<file path="src/rtl/alu_seq.sv">
// Sequential ALU: single-cycle logic ops plus an iterative shift-add multiplier.
// Results, flags and the done pulse are all registered.
module alu_seq #(
    parameter int WIDTH  = 32,
    parameter int MUL_EN = 1
) (
    input  logic             clock,
    input  logic             reset,
    input  logic             start,
    input  logic [WIDTH-1:0] read_data1,
    input  logic [WIDTH-1:0] read_data2,
    input  logic [WIDTH-1:0] sign_extend,
    input  logic             ALU_Src,
    input  logic [1:0]       alu_op,
    input  logic [5:0]       alu_funct,
    output logic             busy,
    output logic             done,
    output logic [WIDTH-1:0] result,
    output logic             ZERO,
    output logic             overflow,
    output logic             illegal
);

    localparam logic [1:0] S_IDLE = 2'b00;
    localparam logic [1:0] S_EXEC = 2'b01;
    localparam logic [1:0] S_MUL  = 2'b10;
    localparam logic [1:0] S_DONE = 2'b11;

    localparam logic [2:0] OP_ADD = 3'd0;
    localparam logic [2:0] OP_SUB = 3'd1;
    localparam logic [2:0] OP_AND = 3'd2;
    localparam logic [2:0] OP_OR  = 3'd3;
    localparam logic [2:0] OP_SLT = 3'd4;
    localparam logic [2:0] OP_MUL = 3'd5;
    localparam logic [2:0] OP_ILL = 3'd6;

    localparam int            CW       = $clog2(WIDTH);
    localparam logic [CW-1:0] CNT_LAST = CW'(WIDTH - 1);

    logic [1:0]         state_q, state_d;
    logic [2:0]         op_q, op_d;
    logic [WIDTH-1:0]   a_q, a_d;
    logic [WIDTH-1:0]   b_q, b_d;
    logic [2*WIDTH-1:0] acc_q, acc_d;
    logic [CW-1:0]      cnt_q, cnt_d;
    logic [WIDTH-1:0]   res_q, res_d;
    logic               zero_q, zero_d;
    logic               ovf_q, ovf_d;
    logic               ill_q, ill_d;

    logic [2:0]         dec_op;
    logic [WIDTH-1:0]   opb;
    logic               accept;
    logic [WIDTH-1:0]   sum, diff;
    logic [WIDTH-1:0]   ex_res;
    logic               ex_ovf, ex_ill;
    logic [WIDTH:0]     mul_sum;
    logic [2*WIDTH-1:0] acc_nxt;

    assign opb    = ALU_Src ? sign_extend : read_data2;
    assign accept = start && (state_q == S_IDLE || state_q == S_DONE);

    always_comb begin
        dec_op = OP_ILL;
        case (alu_op)
            2'b00:   dec_op = OP_ADD;
            2'b01:   dec_op = OP_SUB;
            default: begin
                case (alu_funct)
                    6'b100100: dec_op = OP_AND;
                    6'b100101: dec_op = OP_OR;
                    6'b100000: dec_op = OP_ADD;
                    6'b100010: dec_op = OP_SUB;
                    6'b101010: dec_op = OP_SLT;
                    6'b011000: dec_op = (MUL_EN != 0) ? OP_MUL : OP_ILL;
                    default:   dec_op = OP_ILL;
                endcase
            end
        endcase
    end

    assign sum  = a_q + b_q;
    assign diff = a_q - b_q;

    always_comb begin
        ex_res = '0;
        ex_ovf = 1'b0;
        ex_ill = 1'b0;
        case (op_q)
            OP_ADD: begin
                ex_res = sum;
                ex_ovf = (a_q[WIDTH-1] == b_q[WIDTH-1]) &&
                         (sum[WIDTH-1] != a_q[WIDTH-1]);
            end
            OP_SUB: begin
                ex_res = diff;
                ex_ovf = (a_q[WIDTH-1] != b_q[WIDTH-1]) &&
                         (diff[WIDTH-1] != a_q[WIDTH-1]);
            end
            OP_AND:  ex_res = a_q & b_q;
            OP_OR:   ex_res = a_q | b_q;
            OP_SLT:  ex_res = {{(WIDTH-1){1'b0}}, $signed(a_q) < $signed(b_q)};
            default: ex_ill = 1'b1;
        endcase
    end

    // Accumulator starts as {0, B}; each step adds A to the high half when
    // the current multiplier bit is set, then shifts the whole thing right.
    assign mul_sum = {1'b0, acc_q[2*WIDTH-1:WIDTH]} +
                     (acc_q[0] ? {1'b0, a_q} : {(WIDTH+1){1'b0}});
    assign acc_nxt = {mul_sum, acc_q[WIDTH-1:1]};

    always_comb begin
        state_d = state_q;
        op_d    = op_q;
        a_d     = a_q;
        b_d     = b_q;
        acc_d   = acc_q;
        cnt_d   = cnt_q;
        res_d   = res_q;
        zero_d  = zero_q;
        ovf_d   = ovf_q;
        ill_d   = ill_q;
        case (state_q)
            S_EXEC: begin
                res_d   = ex_res;
                zero_d  = (ex_res == '0);
                ovf_d   = ex_ovf;
                ill_d   = ex_ill;
                state_d = S_DONE;
            end
            S_MUL: begin
                acc_d = acc_nxt;
                cnt_d = cnt_q + 1'b1;
                if (cnt_q == CNT_LAST) begin
                    res_d   = acc_nxt[WIDTH-1:0];
                    zero_d  = (acc_nxt[WIDTH-1:0] == '0);
                    ovf_d   = |acc_nxt[2*WIDTH-1:WIDTH];
                    ill_d   = 1'b0;
                    cnt_d   = '0;
                    state_d = S_DONE;
                end
            end
            default: begin
                if (accept) begin
                    op_d  = dec_op;
                    a_d   = read_data1;
                    b_d   = opb;
                    acc_d = {{WIDTH{1'b0}}, opb};
                    cnt_d = '0;
                    state_d = (dec_op == OP_MUL) ? S_MUL : S_EXEC;
                end else begin
                    state_d = S_IDLE;
                end
            end
        endcase
    end

    always_ff @(posedge clock or posedge reset) begin
        if (reset) begin
            state_q <= S_IDLE;
            op_q    <= OP_ADD;
            a_q     <= '0;
            b_q     <= '0;
            acc_q   <= '0;
            cnt_q   <= '0;
            res_q   <= '0;
            zero_q  <= 1'b1;
            ovf_q   <= 1'b0;
            ill_q   <= 1'b0;
        end else begin
            state_q <= state_d;
            op_q    <= op_d;
            a_q     <= a_d;
            b_q     <= b_d;
            acc_q   <= acc_d;
            cnt_q   <= cnt_d;
            res_q   <= res_d;
            zero_q  <= zero_d;
            ovf_q   <= ovf_d;
            ill_q   <= ill_d;
        end
    end

    assign busy     = (state_q == S_EXEC) || (state_q == S_MUL);
    assign done     = (state_q == S_DONE);
    assign result   = res_q;
    assign ZERO     = zero_q;
    assign overflow = ovf_q;
    assign illegal  = ill_q;

endmodule
</file>
<file path="config.mk">
export PLATFORM = sky130hd
export DESIGN_NAME = alu_seq
export DESIGN_NICKNAME = d
export VERILOG_FILES = /design/src/rtl/alu_seq.sv
export SDC_FILE = /design/constraint.sdc
export NUM_CORES = 1
export LEC_CHECK = 0
export ABC_AREA = 1
export CORE_MARGIN = 2
export CORE_UTILIZATION = 35
export DETAILED_ROUTE_END_ITERATION = 6
export GPL_TIMING_DRIVEN = 0
export PLACE_DENSITY_LB_ADDON = 0.12
export SETUP_SLACK_MARGIN = 0.2
export SLEW_MARGIN = 10
export SYNTH_ARGS = -nofsm -noshare
export SYNTH_HDL_FRONTEND = slang
export SYNTH_SLANG_ARGS = --single-unit
</file>
<file path="constraint.sdc">
create_clock -name clock -period 6.5 [get_ports clock]
set_input_delay 1.625 -clock clock [delete_from_list [all_inputs] [get_ports clock]]
set_output_delay 1.625 -clock clock [all_outputs]
set_load 0.01 [all_outputs]
</file>
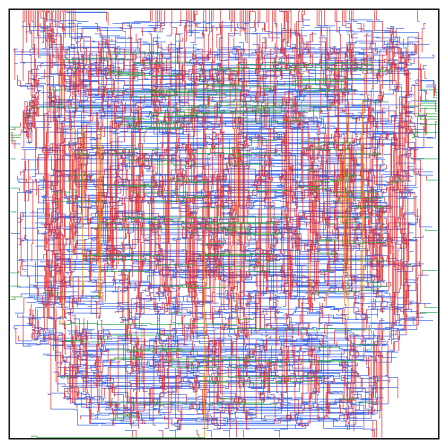
run_1/wires.png
- orange: metal 4 (wire length 1330 microns)
- green: metal 3 (wire length 4070 microns)
- blue: metal 1 (wire length 32.5 mm)
- red: metal 2 (wire length 30.8 mm)

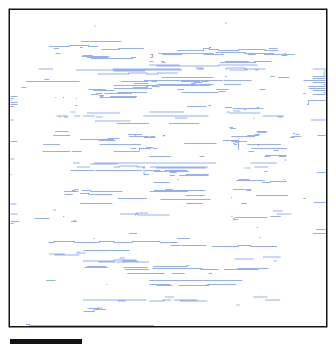
run_1/layer_met3.png
Bar = 50 microns.
- share of all routed wire: 5.9%
- wire length on this layer: 4070 microns
- main direction: horizontal

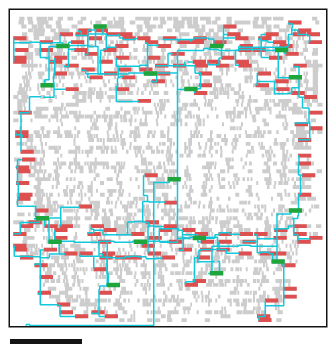
run_1/clk_routes.png
Bar = 50 microns.
- green: clock drivers (count 17)
- cyan: clock wires (length 2860 microns)
- red: flip-flops (count 173)
- flops lie: widely spread
- routed clock nets: 18

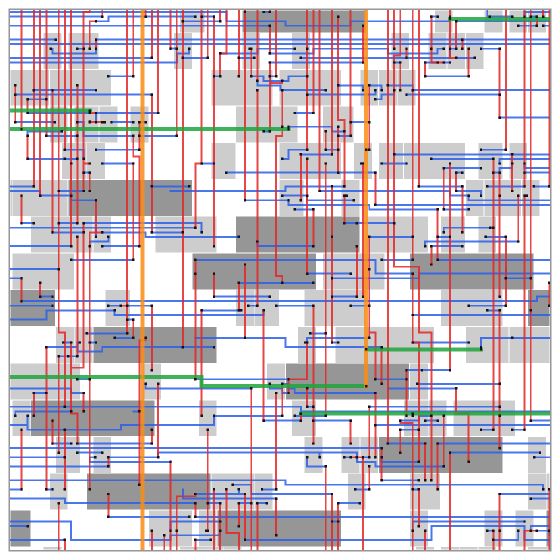
run_1/detail.png
Window x 90 to 130, y 46 to 86 microns. Cells in gray, sequential cells in the stronger gray; small squares are vias.
- red: metal 2
- orange: metal 4
- green: metal 3
- blue: metal 1
- cells with their middle in the window: 98
- netlist names of flops here include: a_q (5), b_q (4), acc_q (2)
- sequential cells in the window: 11
- most frequent: nand2_1 (22), inv_1 (18), ha_1 (15)

==> impl_results.rst, run 1 <==
Physical design figures
=======================

.. list-table::
   :header-rows: 1

   * - Metric
     - Value
   * - Main area contributors after synthesis
     - dfrtp_1 (26%), nand2_1 (18%), ha_1 (11%)
   * - Via Count
     - 17500
   * - Post-route DRC violation count
     - 0
   * - Sequential power
     - between 0.0015 and 0.002 W
   * - Most common cell in the netlist
     - nand2_1
   * - Crit path top cell by count
     - nand2_1
   * - Transition time of the tightest slew-check pin
     - 0.944 ns
   * - Yosys cell count
     - 2533
   * - Beginning of the worst register-to-register path
     - acc_q[0]$_DFFE_PP0P_
   * - Global Route met3 Usage
     - 0.0331
   * - Routed metal-1 wire length
     - 32.5 mm
   * - Number of buffers and inverters on the critical path
     - 3
   * - Seq. cell area
     - 0.00433 sq mm
   * - Number of antenna violations at the first check in global routing
     - 1
   * - Arrival time worst endpoint
     - 4.93 ns
   * - Critical register-to-register path endpoint
     - overflow$_DFFE_PP0P_
   * - Clock net power
     - approximately 0.0010 W
   * - Series of cell instances along the critical path
     - clkbuf_1 -> clkbuf_1 -> nand2_1 -> inv_1 -> ha_1 -> fa_1 -> nand3_1 -> nand2_1 -> a21oi_1 -> o21ai_0 -> nand3_1 -> nand3_1 -> nand2_1 -> nor2_1 -> nand2_1 -> nor2_1 -> nand4_1 -> nand3_1 -> nand2_1
   * - Post-route setup slack
     - 1.95 ns
   * - RSZ-0062 raised after global routing
     - no
   * - Leading cell types by count after synthesis
     - nand2_1 (758), inv_1 (364), nor2_1 (285)
   * - Routing layer with the top usage in global route
     - met2
   * - Share of cells above drive strength 1
     - 0.0527
   * - Post-synthesis cell count
     - 2533
   * - Floorplan utilization
     - 0.357
   * - Biggest register
     - acc_q
   * - DR vias/cell
     - roughly 5.3
   * - Startpoint of the tightest hold check path
     - result[30]$_DFFE_PP0P_
   * - Slew margin rel.
     - 0.371
   * - Int Power
     - 0.00459 W
   * - Number of logic stages on the critical path including buffering
     - 19
   * - Multi-input gate area
     - 0.0101 sq mm
   * - Capture endpoint of the worst hold path
     - result[30]$_DFFE_PP0P_
   * - Outcome
     - finished clean
   * - Total number of clock tree sinks
     - around 170
   * - Cell row count
     - 78
   * - Crit-path slowest cell
     - clkbuf_1
   * - Total number of multi-input combinational cells
     - roughly 1900
   * - Kind of end point of the critical path
     - flop
   * - Synth Area in XOR/XNOR
     - 0.0102
   * - Number of top-level design ports
     - between 100 and 150
   * - Proportion of cell area occupied by registers
     - 0.227
   * - Count of final hold-check violations
     - 0
   * - Hold-critical path depth
     - 2
   * - PnR Total Power
     - 0.0114 W
   * - Most frequently used flop master after synthesis
     - dfrtp_1
   * - Final critical delay including setup and external delays
     - between 4 and 5 ns
   * - Antenna fix cells
     - 0
   * - Starting DRC count in detailed routing
     - around 1700
   * - Fraction of area in multi-input gates
     - 0.530
   * - Maximum number of pins on one net before global-route repair
     - 37
run_1/placement.png
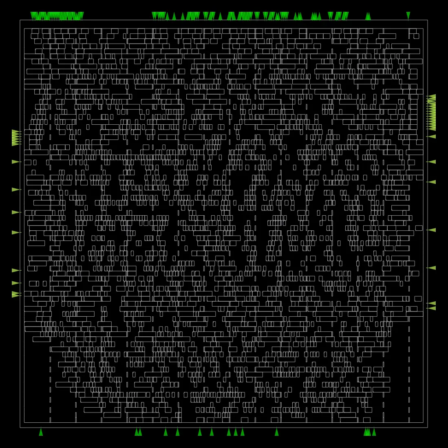

## Run 2: what changed since run 1
==> constraint.sdc (replaced) <==
create_clock -name clock -period 4 [get_ports clock]
set_input_delay 1 -clock clock [delete_from_list [all_inputs] [get_ports clock]]
set_output_delay 1 -clock clock [all_outputs]
set_load 0.01 [all_outputs]
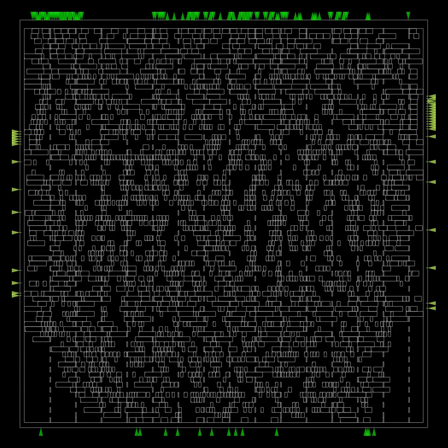
run_2/placement.png
filler cell count in the final layout: 4946
proportion of cell area occupied by registers: 0.226
final core area utilization: 0.421
floorplan core area: 0.0456 sq mm
flop count: 173

==> impl_results.rst, run 2 <==
Physical design figures
=======================

.. list-table::
   :header-rows: 1

   * - Metric
     - Value
   * - Transition time of the tightest slew-check pin
     - 0.961 ns
   * - Fraction of area in multi-input gates
     - 0.531
   * - Most frequently used flop master after synthesis
     - dfrtp_1
   * - Multi-input gate area
     - 0.0102 sq mm
   * - Synth Area in XOR/XNOR
     - 0.0102
   * - Starting DRC count in detailed routing
     - 1659
   * - Count of final hold-check violations
     - 0
   * - Kind of end point of the critical path
     - flop
   * - Via Count
     - approximately 17000
   * - Global Route met3 Usage
     - 0.0331
   * - Capture endpoint of the worst hold path
     - result[30]$_DFFE_PP0P_
   * - Leading cell types by count after synthesis
     - nand2_1 (758), inv_1 (364), nor2_1 (285)
   * - Antenna fix cells
     - 0
   * - Number of logic stages on the critical path including buffering
     - 10
   * - PnR Total Power
     - 0.0185 W
   * - Outcome
     - finished clean
   * - Share of cells above drive strength 1
     - 0.0585
   * - Total number of clock tree sinks
     - 173
   * - Slew margin rel.
     - 0.357
   * - Most common cell in the netlist
     - nand2_1
   * - Post-route DRC violation count
     - 0
   * - Hold-critical path depth
     - 2
   * - Startpoint of the tightest hold check path
     - result[30]$_DFFE_PP0P_
   * - Crit-path slowest cell
     - a21oi_1
   * - Beginning of the worst register-to-register path
     - state_q[0]$_DFFE_PP0P_
   * - Yosys cell count
     - approximately 2500
   * - Maximum number of pins on one net before global-route repair
     - 37
   * - Seq. cell area
     - 0.00433 sq mm
   * - Number of buffers and inverters on the critical path
     - 6
   * - Int Power
     - about 0.0075 W
   * - Clock net power
     - 0.00163 W
   * - Main area contributors after synthesis
     - dfrtp_1 (26%), nand2_1 (18%), ha_1 (11%)
   * - Biggest register
     - acc_q
   * - RSZ-0062 raised after global routing
     - no
   * - Series of cell instances along the critical path
     - inv_1 -> ha_1 -> buf_2 -> inv_1 -> clkbuf_1 -> a21oi_1 -> clkinv_1 -> clkbuf_1 -> nand2_1 -> o211ai_1
   * - Number of top-level design ports
     - 145
   * - Critical register-to-register path endpoint
     - result[5]$_DFFE_PP0P_
   * - Sequential power
     - between 0.003 and 0.004 W
   * - Floorplan utilization
     - 0.357
   * - Final critical delay including setup and external delays
     - 3.76 ns
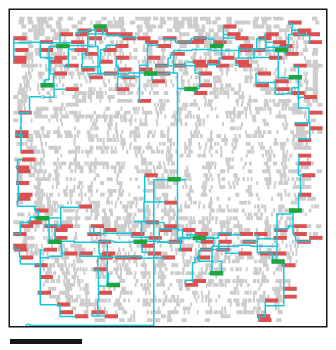
run_2/clk_routes.png
Bar = 50 microns.
- red: flip-flops (count 173)
- cyan: clock wires (length 2890 microns)
- green: clock drivers (count 17)
- routed clock nets: 18

Power is estimated from default activity; no workload was simulated.
